`src/rtl/spi_ram_ctrl.sv`:
```
// spi_ram_ctrl: turns 10-bit SPI command words (2-bit opcode + 8-bit payload)
// into address-latch / write / read operations on a local single-port
// register file, and shares that memory with a host port. SPI has strict
// priority; at most one memory access happens per cycle.
module spi_ram_ctrl #(
    parameter int ADDR_SIZE = 8,
    parameter int MEM_DEPTH = 256
) (
    input  logic                 clk,
    input  logic                 rst,
    input  logic [9:0]           rx_data,
    input  logic                 rx_valid,
    output logic [7:0]           tx_data,
    output logic                 tx_valid,
    input  logic                 host_req,
    input  logic                 host_we,
    input  logic [ADDR_SIZE-1:0] host_addr,
    input  logic [7:0]           host_wdata,
    output logic                 host_gnt,
    output logic [7:0]           host_rdata,
    output logic                 host_rvalid,
    output logic                 cmd_ovf
);

    typedef enum logic [1:0] {
        ST_IDLE     = 2'b00,
        ST_SPI_ACC  = 2'b01,
        ST_HOST_ACC = 2'b10
    } state_e;

    typedef enum logic [1:0] {
        OP_WR_ADDR = 2'b00,
        OP_WRITE   = 2'b01,
        OP_RD_ADDR = 2'b10,
        OP_READ    = 2'b11
    } op_e;

    state_e               state_q, state_d;
    logic                 rx_valid_q;
    logic [9:0]           cmd_q;
    logic                 spi_pend_q;
    logic                 cmd_ovf_q;
    logic [ADDR_SIZE-1:0] wr_addr_q, rd_addr_q;
    logic [7:0]           tx_data_q;
    logic                 tx_valid_q;
    logic                 host_gnt_q, host_we_q, host_rvalid_q;
    logic [ADDR_SIZE-1:0] host_addr_q;
    logic [7:0]           host_wdata_q, host_rdata_q;
    logic [7:0]           mem_q [MEM_DEPTH];

    logic                 capture, grant, spi_exec, host_exec;
    op_e                  op;
    logic [7:0]           payload;
    logic                 mem_we;
    logic [ADDR_SIZE-1:0] mem_waddr, mem_raddr;
    logic [7:0]           mem_wdata, mem_rdata;

    // A rising edge of the level-style rx_valid marks one new SPI word.
    assign capture = rx_valid & ~rx_valid_q;
    assign op      = op_e'(cmd_q[9:8]);
    assign payload = cmd_q[7:0];

    assign tx_data     = tx_data_q;
    assign tx_valid    = tx_valid_q;
    assign host_gnt    = host_gnt_q;
    assign host_rdata  = host_rdata_q;
    assign host_rvalid = host_rvalid_q;
    assign cmd_ovf     = cmd_ovf_q;

    // FSM state register.
    always_ff @(posedge clk or posedge rst) begin
        // NOTE: clocked state uses non-blocking assignments so every register samples pre-edge values.
        if (rst) state_q <= ST_IDLE;
        else     state_q <= state_d;
    end

    // Next-state and arbitration: a pending SPI word always beats the host.
    always_comb begin
        // NOTE: every signal written here gets a default first, so no path can infer a latch.
        state_d   = ST_IDLE;
        grant     = 1'b0;
        spi_exec  = 1'b0;
        host_exec = 1'b0;
        case (state_q)
            ST_IDLE: begin
                if (spi_pend_q) begin
                    state_d = ST_SPI_ACC;
                end else if (host_req) begin
                    state_d = ST_HOST_ACC;
                    grant   = 1'b1;
                end
            end
            ST_SPI_ACC:  spi_exec  = 1'b1;
            ST_HOST_ACC: host_exec = 1'b1;
            default:     state_d   = ST_IDLE;
        endcase
    end

    // Single memory port: steer address/data from whichever side owns this cycle.
    always_comb begin
        mem_we    = 1'b0;
        mem_waddr = host_addr_q;
        mem_wdata = host_wdata_q;
        mem_raddr = host_addr_q;
        if (spi_exec) begin
            mem_we    = (op == OP_WRITE);
            mem_waddr = wr_addr_q;
            mem_wdata = payload;
            mem_raddr = rd_addr_q;
        end else if (host_exec) begin
            mem_we = host_we_q;
        end
    end

    assign mem_rdata = mem_q[mem_raddr];

    // Register file storage.
    always_ff @(posedge clk) begin
        // NOTE: the array has no reset; clearing it would cost a reset net per bit and software never relies on it.
        if (mem_we) mem_q[mem_waddr] <= mem_wdata;
    end

    // SPI word capture, pending flag and sticky overflow. A capture coinciding
    // with the SPI_ACC clear wins, so the newer word stays pending.
    always_ff @(posedge clk or posedge rst) begin
        if (rst) begin
            rx_valid_q <= 1'b1;
            cmd_q      <= '0;
            spi_pend_q <= 1'b0;
            cmd_ovf_q  <= 1'b0;
        end else begin
            rx_valid_q <= rx_valid;
            if (capture) begin
                cmd_q      <= rx_data;
                spi_pend_q <= 1'b1;
                if (spi_pend_q && state_q != ST_SPI_ACC) cmd_ovf_q <= 1'b1;
            end else if (spi_exec) begin
                spi_pend_q <= 1'b0;
            end
        end
    end

    // SPI command execution: address latches and the read byte returned to MISO.
    always_ff @(posedge clk or posedge rst) begin
        if (rst) begin
            wr_addr_q  <= '0;
            rd_addr_q  <= '0;
            tx_data_q  <= '0;
            tx_valid_q <= 1'b0;
        end else begin
            if (spi_exec && op == OP_WR_ADDR) wr_addr_q <= payload[ADDR_SIZE-1:0];
            if (spi_exec && op == OP_RD_ADDR) rd_addr_q <= payload[ADDR_SIZE-1:0];
            if (spi_exec && op == OP_READ)    tx_data_q <= mem_rdata;
            if (capture)                      tx_valid_q <= 1'b0;
            else if (spi_exec && op == OP_READ) tx_valid_q <= 1'b1;
        end
    end

    // Host handshake: latch the request on grant, return read data one cycle later.
    always_ff @(posedge clk or posedge rst) begin
        if (rst) begin
            host_gnt_q    <= 1'b0;
            host_we_q     <= 1'b0;
            host_addr_q   <= '0;
            host_wdata_q  <= '0;
            host_rdata_q  <= '0;
            host_rvalid_q <= 1'b0;
        end else begin
            host_gnt_q    <= grant;
            host_rvalid_q <= host_exec & ~host_we_q;
            if (grant) begin
                host_we_q    <= host_we;
                host_addr_q  <= host_addr;
                host_wdata_q <= host_wdata;
            end
            if (host_exec && !host_we_q) host_rdata_q <= mem_rdata;
        end
    end

endmodule

```
`config.mk`:
```
export PLATFORM = sky130hd
export DESIGN_NAME = spi_ram_ctrl
export DESIGN_NICKNAME = d
export VERILOG_FILES = /design/src/rtl/spi_ram_ctrl.sv
export SDC_FILE = /design/constraint.sdc
export NUM_CORES = 2
export LEC_CHECK = 0
export ABC_CLOCK_PERIOD_IN_PS = 5500
export CAP_MARGIN = 20
export CORE_MARGIN = 4
export CORE_UTILIZATION = 45
export DETAILED_ROUTE_END_ITERATION = 8
export GPL_ROUTABILITY_DRIVEN = 1
export GPL_TIMING_DRIVEN = 1
export PLACE_DENSITY = 0.67
export SKIP_LAST_GASP = 1
export SLEW_MARGIN = 20
export SYNTH_ARGS = -nofsm -noshare
export SYNTH_HDL_FRONTEND = slang
export SYNTH_SLANG_ARGS = --single-unit
```
`constraint.sdc`:
```
create_clock -name clk -period 5.5 [get_ports clk]
set_input_delay 1.1 -clock clk [delete_from_list [all_inputs] [get_ports clk]]
set_output_delay 1.1 -clock clk [all_outputs]
set_load 0.005 [all_outputs]
```
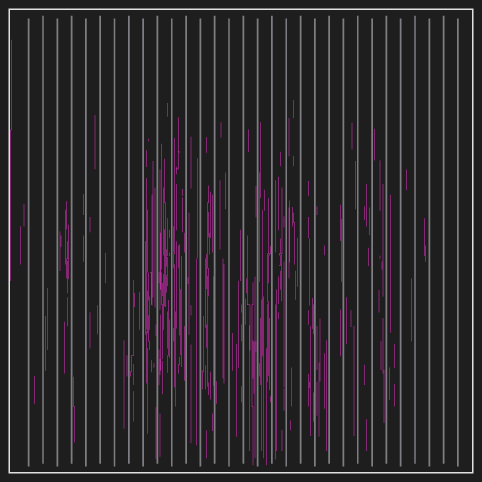
(images/m4.png)
Supply wires on this layer in grey.
The layer holds 4.9% of the routed length. 150 nets have wire on it. The longest straight run is 177 um.
number of vias in the routed layout: 48.44k
Post-Route WL: 231600 um

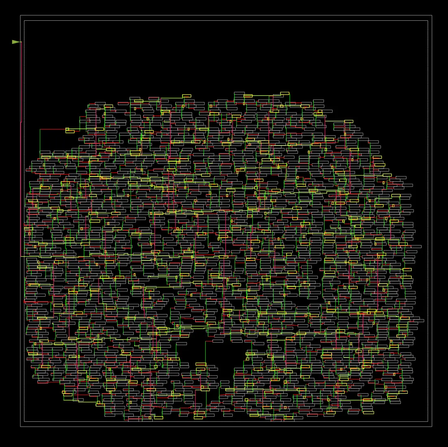
(images/clock_nets.png)
number of clock buffers inserted by TritonCTS: 198
Seq cells: 2114
sink count of the clock tree: 2114
clock buf count: 253
Final Skew: 0.03036 ns

==> run notes <==
Results of an implementation run.

The run finished with clean final reports. The number of antenna violations at the first check in global routing is 6. The total half-perimeter wirelength after legalization and detailed placement is ~140000 um. The total negative setup slack is 0 ns. The total chip power is approximately 57 mW.

In this run, power in combinational logic comes to 21.9 mW. The largest registers in the layout are mem_q: 2048 flops, cmd_q: 10 flops. The critical register-to-register path startpoint is host_gnt. The internal power summed over all cells is 35.22 mW. Among all flip-flop cells after synthesis, the most frequent one is sky130_fd_sc_hd__edfxtp_1.

Per report_power, the Clock row totals about 14 mW. The fraction of synthesis flops using an asynchronous set or reset pin is 3.122%. The final hold violation count is 0. The category of the worst setup path capture point is a flop.

The number of pins with negative max-slew slack in the final report is 0. The time the worst path needs with I/O delays and setup is about 4.8 ns. Looking at area per cell type in the netlist, the leader is sky130_fd_sc_hd__edfxtp_1. The synthesized-area fraction occupied by xor and xnor cells is 0%. Setup repair after global routing left no endpoint under its margin. At the pin with the least slew margin, the transition time is roughly 1.2 ns.

Per STA, the highest per-stage delay on the worst path measures between 0.7 and 0.8 ns. The placement stage leaves a total instance area of between 0.08 and 0.09 sq mm. The final setup violation count is 0. The most numerous cell in the Yosys netlist is sky130_fd_sc_hd__edfxtp_1. The count of plain and timing-repair buffers is 253. Per report_power, the Sequential row totals 21.6 mW. The register with the highest flop count is mem_q. Detailed routing placed a total of 26520 um of wire on met3. The worst setup path category is flop to flop. The utilization after layout is between 50% and 60%.

The worst endpoint data arrival time is about 5.5 ns. The register-to-register setup slack is 0.68 ns. The final layout report lists a filler cell count of between 10k and 15k. The worst vdd rail ir drop is between 0.6 and 0.7 mV. The power share of the sequential group is between 30 and 40%. The fraction of power spent switching nets is 38.36%. The post-synth design cell area is roughly 0.083 sq mm.

The script parses the final routing iteration and logs DRC violations as 0. The synthesis report lists the Yosys warning total as 0. Once layout is complete, the cells apart from fillers number between 7k and 8k.

The fraction of synthesized area in multiplexers is between 8 and 9%. The endpoint with the worst hold slack is tx_valid. Yosys mapped a number of flops with a built-in enable equal to approximately 2k. The power dissipated by switching net loads is 21.92 mW. The first TritonRoute pass finished after 8 iterations. The final global-route overflow total is 0. The worst hold path class is flop to flop. The period utilization is 87.58%. The total setup buffers inserted after CTS is 0.

The placer's final routability congestion estimate is 0.8964. The maximum buffer depth of the clock tree is 3. The share of synthesized area in the top cell type comes to around three quarters. The top contributor to total power is combinational cells. Across all hold checks on the routed design, the worst slack comes to around 0.52 ns. The synthesis report lists the most area-consuming cells as sky130_fd_sc_hd__edfxtp_1 (74%), sky130_fd_sc_hd__mux4_2 (5.4%), sky130_fd_sc_hd__nand2_1 (4.6%). After detailed routing, no signal wire sits above met5. The stage logs contain a warning count of 55. STA puts the critical path data required time at 6.19 ns. The total area inside the core boundary comes to ~0.18 sq mm. The remaining antenna violation count is 0. The cell-mix breakdown from Yosys lists the compound-gate area share as between 4 and 5%.

Global routing used slightly above 6% of the available met3 tracks. The buffer_ports step reported a buffer count of 50. The height of the chip is approximately 440 um.

The max-slew check reports its worst relative slack as between 20% and 30%. The register with the most flip-flops in the layout has about 2.0k of them. Counting every net in the synthesized netlist gives approximately 5.1k. The slowest library cell on the worst path is sky130_fd_sc_hd__or3_1. Across all setup checks in the final design, the least slack found is just under 0.7 ns. The met2 capacity usage during global routing is a little over a third. After technology mapping, the gate count stands at 5111. Summing all flip-flop and latch instances after layout gives ~0.063 sq mm. The first global-routing pass estimated around 330000 um of wire. The analysis attributes to cell leakage a power of 30.21 nW. The number of instances in the placed design is 7509. Timing would allow up to roughly 210 MHz. Post-synthesis, Yosys gives the total cell area as ~0.083 sq mm. After layout the clock buffers and inverters come to between 6 and 7% of cell area. In the final layout, non-clock buffers account for roughly 2.6% of the cell area. The area of the chip is 0.1920 sq mm. The tree is rooted in a sky130_fd_sc_hd__clkbuf_16. The via count of the first global-routing pass is about 46k.

The worst-path maximum fanout is 23. The first element of the critical path is host_gnt. The capture point of the worst register-to-register path is recorded as tx_data[3]. Of the combinational cells, the family taking the most area is simple AND/OR/NAND/NOR gates. Across the placement rows, the number of tap cells is roughly 2.5k.

The number of cells on the worst reg-to-reg path is 12. The total power per unit cell area is slightly above 600 mW/mm^2. The critical path ends at tx_data[3]. By count the netlist is led by sky130_fd_sc_hd__edfxtp_1 (2048), sky130_fd_sc_hd__nand2_1 (1016), sky130_fd_sc_hd__nand3_1 (319). Per the area breakdown, the dominant cell category is sequential cells.

The H-tree was split into 4 levels. The sequential area share after synthesis is about three quarters. The TritonCTS clock tree is built. The netlist uses between 90 and 100 different library cells. Along the worst hold path, the cell count comes to 2.

The net count of the finished layout is approximately 5.3k. The number of multi-input combinational cells in the layout is roughly 2.7k. Entering global routing, the biggest net connects between 150 and 200 pins. The beginning of the worst hold path is tx_valid.

In this run the critical path is formed by nand2b_2 > buf_4 > mux2i_4 > or3_1 > buf_4 > a31oi_1 > a31oi_1 > o21ai_0 > nor4_1 > buf_4 > a32o_1 > o21ai_1. In the final layout, the multi-input gates occupy between 0.015 and 0.02 sq mm. The worst setup path is launched from a flop.

In this run the horizontal extent of the chip is about 440 um. Once the clock tree was built, the resizer swapped 0 gates to a different size. A synthesized cell averages ~16 sq um. The share of cells above drive strength 1 is about 15%. Among the stages of the critical path, the cell type that occurs most often is sky130_fd_sc_hd__buf_4.

Combinational logic burns between 30% and 40% of the power. The number of cells in Yosys stat is 5111. The most crowded layer after global routing is met2. Pin placement for this block handled approximately 51 I/O pins.

For this run, the detailed router reports a per-instance via density of between 6 and 7. Prior to clock tree synthesis, the placed netlist has a worst setup slack of a little over 0.8 ns. For reference, the clock transition at the flip-flops on the worst setup and hold paths is approximately 0.060 ns.

The site row count is 157. Per the synth log, the flip-flop and latch total comes to around 2.1k. The first-iteration detailed-routing DRC count is between 7k and 8k.

Summing the areas of all and, or, nand and nor instances in the mapped netlist gives 9.147% of the synthesized area. The layout report gives the register share of total cell area as between 60% and 70%. The area overhead of the layout relative to synthesis is 12.50%. The number of hold buffers added after CTS is 0.

The finished cells cover around 0.094 sq mm. The routed design uses approximately 100000 um of met2 wire.
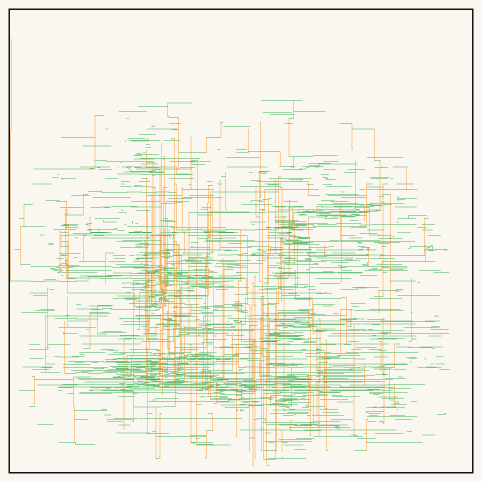
(images/layers.png)
Only two layers are drawn.
Green shows M3, wire length 26.5 mm. Orange shows M4, wire length 11400 um.
wire length per cell after detailed routing: 29.36 um
all-layer global routing usage: 23.91%

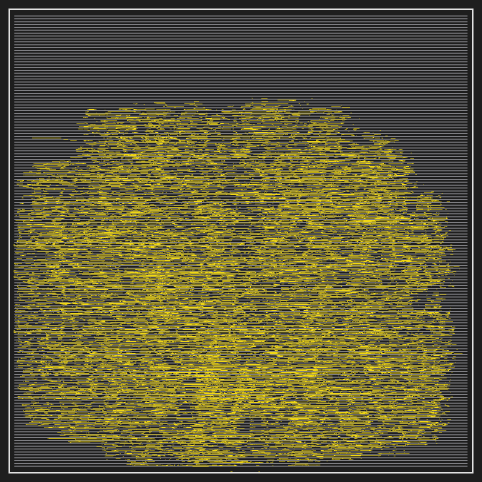
(images/m1.png)
Supply wires on this layer in grey.
The layer carries 89.1 mm of wire. 5061 nets have wire on it. The longest straight run is 114 um. The layer holds 38% of the routed length.
global-route track usage on met1: 33.62%

-- layout by cell type, fill, tap and decap left out, drive strengths merged, types with 13 or more instances in the layout --
master         instances
a21oi                 24
a221oi                19
a31oi                121
a32oi                 65
buf                  203
bufinv                15
clkbuf               253
clkdlybuf4s50         50
clkinv                86
dfrtp                 65
edfxtp              2048
inv                   15
mux2                  60
mux2i                120
mux4                 228
nand2               1016
nand3                319
nand4                 64
nor2                 297
nor3                  32
nor4                  14
o2111ai               27
o211ai                16
o21ai                 51
o22ai                 34
o31ai                 13
-- worst max-delay path: cells and delay by family (launching register included) --
| family | cells | cell delay [ns] |
|---|---|---|
| AND/OR/NAND/NOR | 3 | 1.56 |
| AND-OR/OR-AND | 5 | 1.13 |
| buffers and inverters | 3 | 0.91 |
| flip-flops | 1 | 0.54 |
| multiplexers | 1 | 0.50 |
No activity file was given, so power comes from the tool's default toggle rates.
